[src/rtl/arb42_pkg.sv]
// Shared types and the round-robin pick function for the four-requester arbiter.
package arb42_pkg;

  localparam int N_REQ = 4;
  localparam int IDX_W = 2;

  typedef enum logic {
    IDLE = 1'b0,
    BUSY = 1'b1
  } arb_state_t;

  // First asserted request found walking upward from ptr, wrapping 3 -> 0.
  function automatic logic [IDX_W-1:0] rr_pick(input logic [N_REQ-1:0] req,
                                                input logic [IDX_W-1:0] ptr);
    logic [IDX_W-1:0] idx;
    logic             found;
    rr_pick = ptr;
    found   = 1'b0;
    for (int i = 0; i < N_REQ; i++) begin
      idx = ptr + IDX_W'(i);
      if (!found && req[idx]) begin
        rr_pick = idx;
        found   = 1'b1;
      end
    end
  endfunction

endpackage

[src/rtl/encoder42.sv]
// 4-to-2 binary encoder for a one-hot (or all-zero) input; bit 0 needs no input
// because it encodes to 00, the same as no input at all.
module encoder42 (
  input  logic d1,
  input  logic d2,
  input  logic d3,
  output logic o0,
  output logic o1
);

  assign o0 = d1 | d3;
  assign o1 = d2 | d3;

endmodule

[src/rtl/arbiter42_rr.sv]
// Four-requester round-robin arbiter with registered one-hot grant and encoded index.
// Define ARB42_TIMEOUT_EN to compile in the HOLD_MAX grant timeout and timeout pulse.
module arbiter42_rr
  import arb42_pkg::*;
#(
  parameter int HOLD_MAX = 15
) (
  input  logic clk,
  input  logic rst_n,
  input  logic req1,
  input  logic req2,
  input  logic req3,
  input  logic req4,
  output logic gnt1,
  output logic gnt2,
  output logic gnt3,
  output logic gnt4,
  output logic o0,
  output logic o1,
  output logic valid,
  output logic timeout
);

  if (HOLD_MAX < 1 || HOLD_MAX > 255) begin : g_hold_max_illegal
    $error("arbiter42_rr: HOLD_MAX must be in 1..255");
  end

  arb_state_t        state_reg, state_next;
  logic [IDX_W-1:0]  ptr_reg, ptr_next;
  logic [N_REQ-1:0]  gnt_reg, gnt_next;
  logic [N_REQ-1:0]  req_vec;
  logic [N_REQ-1:0]  pick_onehot;
  logic [IDX_W-1:0]  pick_idx;
  logic [IDX_W-1:0]  owner_idx;
  logic              owner_req;
  logic              hold_expired;
  logic              release_now;

  assign req_vec  = {req4, req3, req2, req1};
  assign pick_idx = rr_pick(req_vec, ptr_reg);

  genvar gi;
  for (gi = 0; gi < N_REQ; gi++) begin : g_pick_decode
    assign pick_onehot[gi] = (pick_idx == IDX_W'(gi));
  end

  // The owner index comes from the encoded registered grant, so it is valid only in BUSY.
  encoder42 u_encoder42 (
    .d1 (gnt_reg[1]),
    .d2 (gnt_reg[2]),
    .d3 (gnt_reg[3]),
    .o0 (o0),
    .o1 (o1)
  );

  assign owner_idx   = {o1, o0};
  assign owner_req   = req_vec[owner_idx];
  assign release_now = !owner_req || hold_expired;

  always_ff @(posedge clk) begin
    if (!rst_n) begin
      state_reg <= IDLE;
    end else begin
      state_reg <= state_next;
    end
  end

  always_comb begin
    state_next = state_reg;
    case (state_reg)
      IDLE:    if (|req_vec) state_next = BUSY;
      BUSY:    if (release_now) state_next = IDLE;
      default: state_next = IDLE;
    endcase
  end

  always_comb begin
    gnt_next = gnt_reg;
    ptr_next = ptr_reg;
    case (state_reg)
      IDLE: begin
        gnt_next = (|req_vec) ? pick_onehot : '0;
      end
      BUSY: begin
        if (release_now) begin
          gnt_next = '0;
          ptr_next = owner_idx + IDX_W'(1);
        end
      end
      default: gnt_next = '0;
    endcase
  end

  always_ff @(posedge clk) begin
    if (!rst_n) begin
      gnt_reg <= '0;
      ptr_reg <= '0;
    end else begin
      gnt_reg <= gnt_next;
      ptr_reg <= ptr_next;
    end
  end

`ifdef ARB42_TIMEOUT_EN
  localparam logic [7:0] HOLD_LAST = 8'(HOLD_MAX - 1);

  logic [7:0] cnt_reg, cnt_next;
  logic       timeout_reg;

  assign hold_expired = (state_reg == BUSY) && (cnt_reg == HOLD_LAST);
  assign cnt_next     = (state_reg == BUSY) ? cnt_reg + 8'd1 : 8'd0;

  // An owner drop on the expiry edge is an ordinary release, hence the owner_req term.
  always_ff @(posedge clk) begin
    if (!rst_n) begin
      cnt_reg     <= 8'd0;
      timeout_reg <= 1'b0;
    end else begin
      cnt_reg     <= cnt_next;
      timeout_reg <= hold_expired && owner_req;
    end
  end

  assign timeout = timeout_reg;
`else
  assign hold_expired = 1'b0;
  assign timeout      = 1'b0;
`endif

  assign gnt1  = gnt_reg[0];
  assign gnt2  = gnt_reg[1];
  assign gnt3  = gnt_reg[2];
  assign gnt4  = gnt_reg[3];
  assign valid = |gnt_reg;

endmodule

[config.mk]
export PLATFORM = sky130hd
export DESIGN_NAME = arbiter42_rr
export DESIGN_NICKNAME = d
export VERILOG_FILES = /design/src/rtl/arb42_pkg.sv /design/src/rtl/encoder42.sv /design/src/rtl/arbiter42_rr.sv
export SDC_FILE = /design/constraint.sdc
export NUM_CORES = 1
export LEC_CHECK = 0
export CORE_AREA = 3 3 40 42
export DETAILED_ROUTE_END_ITERATION = 16
export DIE_AREA = 0 0 43 45
export GPL_TIMING_DRIVEN = 0
export HOLD_SLACK_MARGIN = 0.1
export RECOVER_POWER = 50
export SLEW_MARGIN = 15
export SYNTH_ARGS = -nofsm -noshare
export SYNTH_HDL_FRONTEND = slang
export SYNTH_HIERARCHICAL = 1
export SYNTH_SLANG_ARGS = --single-unit
[constraint.sdc]
create_clock -name clk -period 4.88 [get_ports clk]
set_clock_uncertainty 0.1 [all_clocks]
set_input_delay 0.488 -clock clk [delete_from_list [all_inputs] [get_ports clk]]
set_output_delay 0.488 -clock clk [all_outputs]
set_load 0.03 [all_outputs]
==> flow_summary.yaml <==
# yosys + openroad results
synth:
  area_leaders: "dfxtp_1 33%, mux4_1 6.2%, nor2b_1 4.4%"
  avgSynthCellArea_sq_um: 8.508
  synthCells: 50
  yosysCellCount: 50
  ys_sh_aoi_pct: 24.41
  async_reset_ff_share_pct: 0
  flop_cell: "dfxtp_1"
  logic_family: "simple AND/OR/NAND/NOR gates"
  synth_seq_share_pct: 32.94
  edf_count: 0
  ys.flops: 7
  ys_chip_area_sq_um: 425.4
  top_area_share_pct: 32.94
  synth-xor-area-share_pct: 2.059
  largest_area_cell: "dfxtp_1"
  syn-num-nets: 56
  synth_cell_types: 32
  ys_sh_simple_pct: 28.24
  synth_area_sq_um: 425.4
  top_cells_by_count: "7 x dfxtp_1, 4 x nand2_1, 3 x inv_1, 3 x nor2_1, 3 x nor2b_1"
  post-synth-top-count-cell: "dfxtp_1"
  yosys_warnings: 6
clock_network:
  cts.sinks: 7
  holdBufCountCts: 0
  clk_pin_slew_ns: 0.06
  clkLatencyLatePin_ns: 0.25
  cts.root.buffer_cell: "clkbuf_4"
  post-cts-setup-buffer-count: 0
die:
  die-area_sq_um: 1935
  floorplan.core_util_pct: 33.11
  ios: 14
  die_h_um: 45
  core_area_sq_um: 1285
  die_w_um: 43
route:
  highest_layer: "met4"
  num_vias: 417
  firstDrtPassIters: 3
  wl_um: 997
  wl_per_cell_um: 12.31
  met3RoutedLength_um: 72
  wl_met1_um: 486
  drt_iter0_drc: 2
worst_setup_path:
  r2r_slack_ns: 3.00
  startpoint: "gnt_reg[3]"
  crit_arrival_ns: 1.71
  end_kind: "primary output"
  critPathLaunchType: "register"
  crit_end: "valid"
placed_design:
  place_ws_ns: 2.482
  hpwl_um: 700.1
  dp.cells: 77
  port-buffer-count: 12
timing:
  hold_ws_ns: 0.3852
  grt_setup_unrepaired: "no"
  max_freq_mhz: 434.3
  finalClockPeriodUsage_pct: 47.19
  fin_crit_ns: 2.303
  slew_viol_final: 0
  setup-violations-final: 0
  hold_violations: 0
power_and_ir_drop:
  power_uw: 170.7
  p_per_area_nw_per_um2: 289.0
  p_leak_uw: 0.0002318
finish:
  layout_top_cells: "7 x dfxtp_1, 7 x clkdlybuf4s50_1, 5 x dlygate4sd3_1"
  finalNetCount: 73
  drive_above_1_share_pct: 9.091
  design_area_sq_um: 590.6
  fin_cells: 81
outcome:
  status: "finished clean"
hold_path:
  hold_path_end: "gnt_reg[0]"
  min_path_type: "register to register"
grt:
  grt_max_degree: 9
  grt_pass1_wl_um: 1731
  met1_usage_pct: 16.75
  grtUsageMet2_pct: 15.87
  antenna_found_initial: 0
  gr-usage-met3_pct: 3.984
  gr-total-overflow: 0
job:
  drv_cap: 0
  warnings: 26
[cell type report]
| type | instances | area (sq um) | area share (%) |
|---|---|---|---|
| Timing Repair Buffer | 12 | 120.1 | 20.34 |
| Buffer | 1 | 7.507 | 1.271 |
| Inverter | 4 | 15.01 | 2.542 |
| Sequential cell | 7 | 140.1 | 23.73 |
| Tap cell | 15 | 18.77 | 3.178 |
| Clock buffer | 4 | 26.28 | 4.449 |
| Multi-Input combinational cell | 38 | 262.8 | 44.49 |
[worst max-delay path, stage by stage, from the launching register on]
cell and delay, ns:
dfxtp_1 0.34, or4_1 0.52, clkdlybuf4s50_1 0.61
[power by group]
group          total, uW  switching (uW)  internal (uW)  leakage, uW
combinational       51.5            28.1           23.4     0.000160
sequential          65.2            3.96           61.3    0.0000573
clock               53.9            22.7           31.3    0.0000150
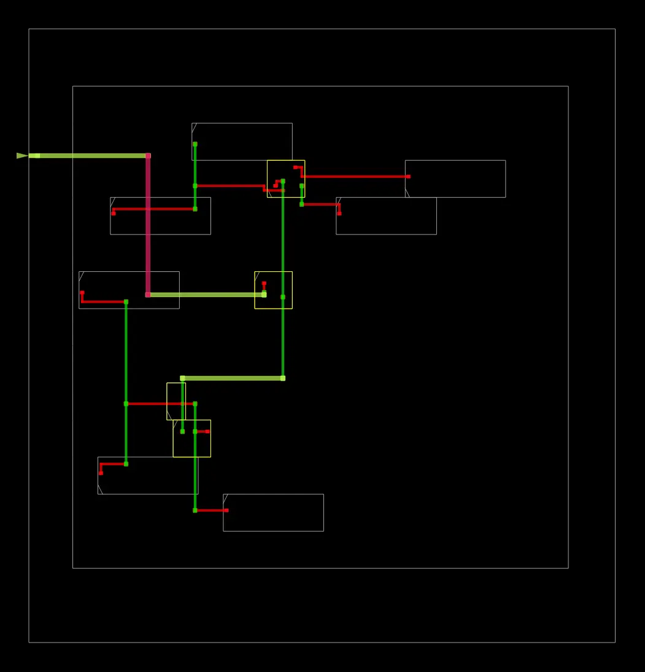
*Clock nets*
CTS buffer count: 3
# clk buffers: 4
Clk. pwr: 53.9 uW

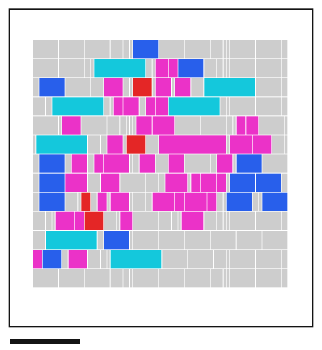
*Placement by cell class*
Bar = 10 um. Fill, decap, tap and diode cells in grey.
| colour | class | cells |
|---|---|---|
| magenta | remaining logic cells | 42 |
| blue | remaining buffers and delay cells | 13 |
| red | clock drivers and dummy loads | 4 |
| cyan | registers | 7 |

No activity file was given, so power comes from the tool's default toggle rates.
